File: src/rtl/proc_arb_pkg.sv
// Shared types and constants for the processing-datapath arbiter.
// Latency: n/a (package only).
// Backpressure: n/a (package only).
package proc_arb_pkg;

  // Arbiter control states: granting, waiting for in-flight words, parked.
  typedef enum logic [1:0] {
    RUN   = 2'd0,
    DRAIN = 2'd1,
    HOLD  = 2'd2
  } arb_state_t;

  localparam int ERR_CNT_W = 16;

  // Edges from the transfer edge to the response register update:
  // dp_data_in register, datapath input register, DP_LAT result stages,
  // ERR_LAG flag stages.
  function automatic int rsp_latency(input int dp_lat, input int err_lag);
    return 2 + dp_lat + err_lag;
  endfunction

endpackage

File: src/rtl/rr_arbiter.sv
// Round-robin grant: first valid requester at or after the priority pointer.
// Latency: combinational.
// Backpressure: no grant while enable is low.
// Ports: valid (per-requester request), enable, ptr (priority start),
//        grant (one-hot), grant_idx (encoded), grant_vld (any grant).
module rr_arbiter #(
  parameter int NUM_REQ = 4,
  parameter int IDX_W   = 2
) (
  input  logic [NUM_REQ-1:0] valid,
  input  logic               enable,
  input  logic [IDX_W-1:0]   ptr,
  output logic [NUM_REQ-1:0] grant,
  output logic [IDX_W-1:0]   grant_idx,
  output logic               grant_vld
);

  logic [IDX_W-1:0] idx;

  // Scan NUM_REQ positions starting at ptr, wrapping; the first hit wins.
  always_comb begin
    grant     = '0;
    grant_idx = '0;
    grant_vld = 1'b0;
    idx       = '0;
    for (int off = 0; off < NUM_REQ; off++) begin
      idx = IDX_W'((int'(ptr) + off) % NUM_REQ);
      if (enable && !grant_vld && valid[idx]) begin
        grant[idx] = 1'b1;
        grant_idx  = idx;
        grant_vld  = 1'b1;
      end
    end
  end

endmodule

File: src/rtl/proc_arbiter.sv
// Shares the add-constant datapath among NUM_REQ requesters, tags each word with its ID.
// Latency: transfer edge k -> rsp_valid after edge k+2+DP_LAT+ERR_LAG; 1 word/cycle.
// Backpressure: req_ready one-hot grant (none during flush/drain/hold); responses never stall.
// Ports: clk/reset; req_valid/req_data/req_ready requester side; dp_data_in,
//        dp_processed_data, dp_error_flag datapath side; rsp_* result strobe;
//        flush/flush_done drain handshake; busy; err_count saturating error count.
module proc_arbiter
  import proc_arb_pkg::*;
#(
  parameter  int NUM_REQ = 4,
  parameter  int DATA_W  = 32,
  parameter  int DP_LAT  = 2,
  parameter  int ERR_LAG = 1,
  localparam int IDX_W   = (NUM_REQ > 1) ? $clog2(NUM_REQ) : 1
) (
  input  logic                      clk,
  input  logic                      reset,
  input  logic [NUM_REQ-1:0]        req_valid,
  input  logic [NUM_REQ*DATA_W-1:0] req_data,
  output logic [NUM_REQ-1:0]        req_ready,
  output logic [DATA_W-1:0]         dp_data_in,
  input  logic [DATA_W-1:0]         dp_processed_data,
  input  logic                      dp_error_flag,
  output logic                      rsp_valid,
  output logic [IDX_W-1:0]          rsp_id,
  output logic [DATA_W-1:0]         rsp_data,
  output logic                      rsp_error,
  input  logic                      flush,
  output logic                      flush_done,
  output logic                      busy,
  output logic [ERR_CNT_W-1:0]      err_count
);

  // One tag slot per register between the transfer edge and the response register.
  localparam int TAG_D = rsp_latency(DP_LAT, ERR_LAG) - 0;

  arb_state_t           state_q;
  logic [IDX_W-1:0]     ptr_q;
  logic [IDX_W-1:0]     ptr_nxt;
  logic [NUM_REQ-1:0]   grant;
  logic [IDX_W-1:0]     grant_idx;
  logic                 grant_vld;
  logic                 arb_en;
  logic [DATA_W-1:0]    grant_dat;
  logic [TAG_D-1:0]     tag_vld_q;
  logic [IDX_W-1:0]     tag_id_q [TAG_D];
  logic [DATA_W-1:0]    align_q  [ERR_LAG];
  logic [ERR_CNT_W-1:0] err_cnt_q;

  // Flush gates grants combinationally so the cycle it is first seen grants nothing.
  assign arb_en = !reset && (state_q == RUN) && !flush;

  rr_arbiter #(
    .NUM_REQ (NUM_REQ),
    .IDX_W   (IDX_W)
  ) u_rr (
    .valid     (req_valid),
    .enable    (arb_en),
    .ptr       (ptr_q),
    .grant     (grant),
    .grant_idx (grant_idx),
    .grant_vld (grant_vld)
  );

  assign req_ready = grant;
  assign ptr_nxt   = (grant_idx == IDX_W'(NUM_REQ - 1)) ? '0 : grant_idx + 1'b1;

  always_comb begin
    grant_dat = '0;
    for (int i = 0; i < NUM_REQ; i++) begin
      if (grant[i]) grant_dat = req_data[i*DATA_W +: DATA_W];
    end
  end

  // Idle cycles feed zeros so the datapath never sees a stale word.
  always_ff @(posedge clk or posedge reset) begin
    if (reset) begin
      ptr_q      <= '0;
      dp_data_in <= '0;
    end else begin
      dp_data_in <= grant_vld ? grant_dat : '0;
      if (grant_vld) ptr_q <= ptr_nxt;
    end
  end

  // Tag pipeline: slot 0 is the newest word, slot TAG_D-1 lines up with the flag.
  always_ff @(posedge clk or posedge reset) begin
    if (reset) begin
      tag_vld_q <= '0;
      for (int i = 0; i < TAG_D; i++) tag_id_q[i] <= '0;
    end else begin
      tag_vld_q   <= {tag_vld_q[TAG_D-2:0], grant_vld};
      tag_id_q[0] <= grant_idx;
      for (int i = 1; i < TAG_D; i++) tag_id_q[i] <= tag_id_q[i-1];
    end
  end

  // Result is held back ERR_LAG cycles to meet its late error flag.
  always_ff @(posedge clk or posedge reset) begin
    if (reset) begin
      for (int i = 0; i < ERR_LAG; i++) align_q[i] <= '0;
    end else begin
      align_q[0] <= dp_processed_data;
      for (int i = 1; i < ERR_LAG; i++) align_q[i] <= align_q[i-1];
    end
  end

  always_ff @(posedge clk or posedge reset) begin
    if (reset) begin
      rsp_valid <= 1'b0;
      rsp_id    <= '0;
      rsp_data  <= '0;
      rsp_error <= 1'b0;
    end else begin
      rsp_valid <= tag_vld_q[TAG_D-1];
      if (tag_vld_q[TAG_D-1]) begin
        rsp_id    <= tag_id_q[TAG_D-1];
        rsp_data  <= align_q[ERR_LAG-1];
        rsp_error <= dp_error_flag;
      end
    end
  end

  always_ff @(posedge clk or posedge reset) begin
    if (reset) begin
      err_cnt_q <= '0;
    end else if (rsp_valid && rsp_error && (err_cnt_q != '1)) begin
      err_cnt_q <= err_cnt_q + 1'b1;
    end
  end

  assign err_count = err_cnt_q;
  assign busy      = |tag_vld_q;

  always_ff @(posedge clk or posedge reset) begin
    if (reset) begin
      state_q    <= RUN;
      flush_done <= 1'b0;
    end else begin
      case (state_q)
        RUN: begin
          if (flush) state_q <= DRAIN;
        end
        DRAIN: begin
          // Wait for the last response strobe to leave as well.
          if (!busy && !rsp_valid) begin
            state_q    <= HOLD;
            flush_done <= 1'b1;
          end
        end
        HOLD: begin
          if (!flush) begin
            state_q    <= RUN;
            flush_done <= 1'b0;
          end
        end
        default: begin
          state_q    <= RUN;
          flush_done <= 1'b0;
        end
      endcase
    end
  end

endmodule

File: config.mk
export PLATFORM = sky130hd
export DESIGN_NAME = proc_arbiter
export DESIGN_NICKNAME = d
export VERILOG_FILES = /design/src/rtl/proc_arb_pkg.sv /design/src/rtl/rr_arbiter.sv /design/src/rtl/proc_arbiter.sv
export SDC_FILE = /design/constraint.sdc
export NUM_CORES = 1
export LEC_CHECK = 0
export ABC_CLOCK_PERIOD_IN_PS = 4800
export CAP_MARGIN = 20
export CORE_ASPECT_RATIO = 0.75
export CORE_UTILIZATION = 39
export DETAILED_ROUTE_END_ITERATION = 8
export GPL_TIMING_DRIVEN = 0
export HOLD_SLACK_MARGIN = 0.06
export PLACE_DENSITY = 0.81
export SYNTH_ARGS = -nofsm -noshare
export SYNTH_HDL_FRONTEND = slang
export SYNTH_SLANG_ARGS = --single-unit
File: constraint.sdc
create_clock -name clk -period 4.8 [get_ports clk]
set_input_delay 0.96 -clock clk [delete_from_list [all_inputs] [get_ports clk]]
set_output_delay 0.96 -clock clk [all_outputs]
set_load 0.005 [all_outputs]
==> out/results.ini <==
[outcome]
outcome=finished clean

[final_timing]
setup_violations=0
rsz0062_at_grt=no
period_needed_ps=4660
clock.fmax_ghz=0.215
whs_ps=348

[synth]
synth_seq_share_pct=53.5
synth_cell_types=51
synth_adder_area_share_pct=1.38
synthCells=535
syn_area_per_cell_um2=11.9

[floorplan]
initial_core_util_pct=39.9

[finish]
combGateArea_mm2=0.00246
area_growth_pct=53.9
logic_gates=289
inverters=75
flops=136
seq_share_pct=34.7
comb_share_pct=25.2

[drt]
avgRoutedWirePerCell_um=16.3
viasPerCell=4.91
drtPass1Iterations=4
ant_nets=0

[clocking]
clk_latency_ps=410
numCtsBuffers=17
clockBufferDepth=2

[power_and_ir_drop]
p_seq_share_pct=35.3
p_sw_mw=1.33
power_leader=combinational logic

[flow_run]
maxCapViolCount=0

[setup_path]
cpMostUsedCell=clkdlybuf4s50_1
crit_chain=clkdlybuf4s50_1, nand2b_1, mux4_2, nand4b_1, clkbuf_1, nand3_1, clkdlybuf4s50_1
worstPathRequired_ps=3840

[placement]
dpl.cell_count=1001
gp_congestion=0.858

[global_routing]
grt_max_degree=85
grt_pass1_wl_mm=25.7

[min_path]
hp-start=tag_id_q[9]$_DFF_PP0_

[Yosys cell counts (2+ instances only)]
| cell | count | area (µm²) |
|---|---|---|
| buf_2 | 7 | 35.0 |
| nor2b_1 | 2 | 12.5 |
| and2_1 | 2 | 12.5 |
| a221oi_2 | 31 | 465 |
| xor2_1 | 6 | 52.6 |
| inv_1 | 75 | 282 |
| nand2_1 | 18 | 67.6 |
| mux4_2 | 4 | 90.1 |
| and3_1 | 2 | 12.5 |
| nor3_1 | 4 | 20.0 |
| nor2_1 | 43 | 161 |
| a31oi_1 | 35 | 219 |
| clkbuf_1 | 18 | 67.6 |
| nor3b_1 | 2 | 15.0 |
| mux2_2 | 39 | 439 |
| nand2b_1 | 4 | 25.0 |
| nand4_1 | 4 | 25.0 |
| o21ai_0 | 3 | 15.0 |
| ha_1 | 7 | 87.6 |
| a21o_1 | 3 | 22.5 |
| xnor2_1 | 8 | 70.1 |
| buf_6 | 5 | 56.3 |
| and4_1 | 2 | 17.5 |
| nand3_1 | 10 | 50.1 |
| a21oi_1 | 3 | 15.0 |
| dfrtp_1 | 136 | 3400 |
| buf_8 | 3 | 45.0 |
| mux2i_1 | 34 | 340 |
| nor4_1 | 2 | 12.5 |
| buf_4 | 2 | 15.0 |
[final timing paths]
| path | slack (ps) | end | cells after the start |
|---|---|---|---|
| max | 140 | req_ready[0] | 7 |
| min | 350 | tag_id_q[7]$_DFF_PP0_ | 0 |
| max reg2reg | 1220 | dp_data_in[10]$_DFF_PP0_ | 12 |
| min reg2reg | 350 | tag_id_q[7]$_DFF_PP0_ | 0 |
| max in group asynchronous | 2960 | dp_data_in[3]$_DFF_PP0_ | 3 |
| min in group asynchronous | 1080 | dp_data_in[23]$_DFF_PP0_ | 2 |
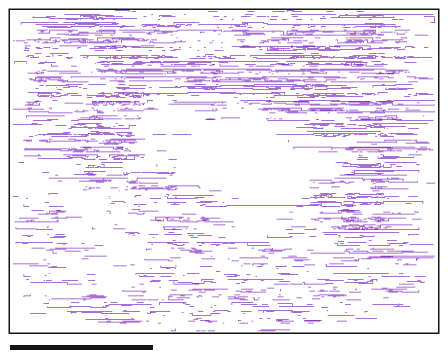
Fig. 1. Metal 1.
Scale bar: 50 µm.
860 nets have wire on it. The layer holds 44% of the routed length. The wires run mostly horizontal. The layer carries 7470 µm of wire. The longest straight run is 47.4 µm.

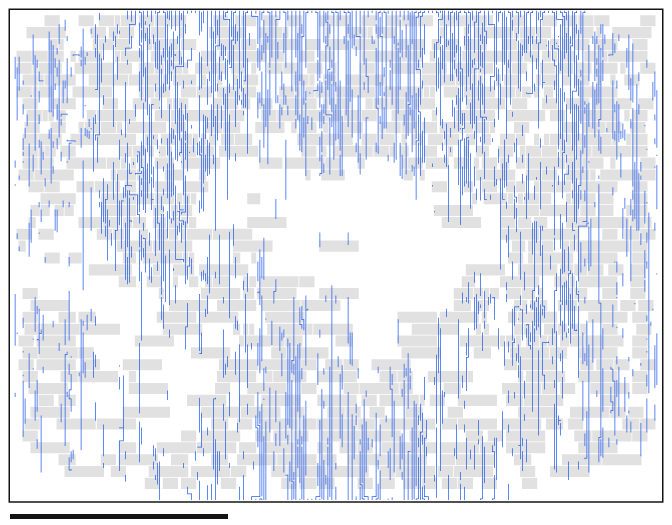
Fig. 2. Metal 2.
Scale bar: 50 µm.
The layer holds 48% of the routed length. The longest straight run is 49.1 µm. The wires run mostly vertical. 842 nets have wire on it.
Global Route met2 Usage: 31.9%
total number of vias: 5062
total wire length: 16.8 mm

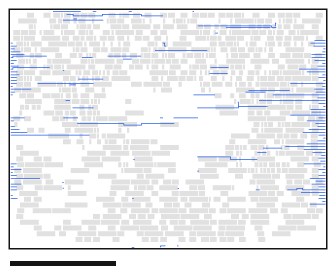
Fig. 3. Signal wires on met3.
Scale bar: 50 µm.
The longest straight run is 37.0 µm. The layer holds 5.9% of the routed length. 121 nets have wire on it.

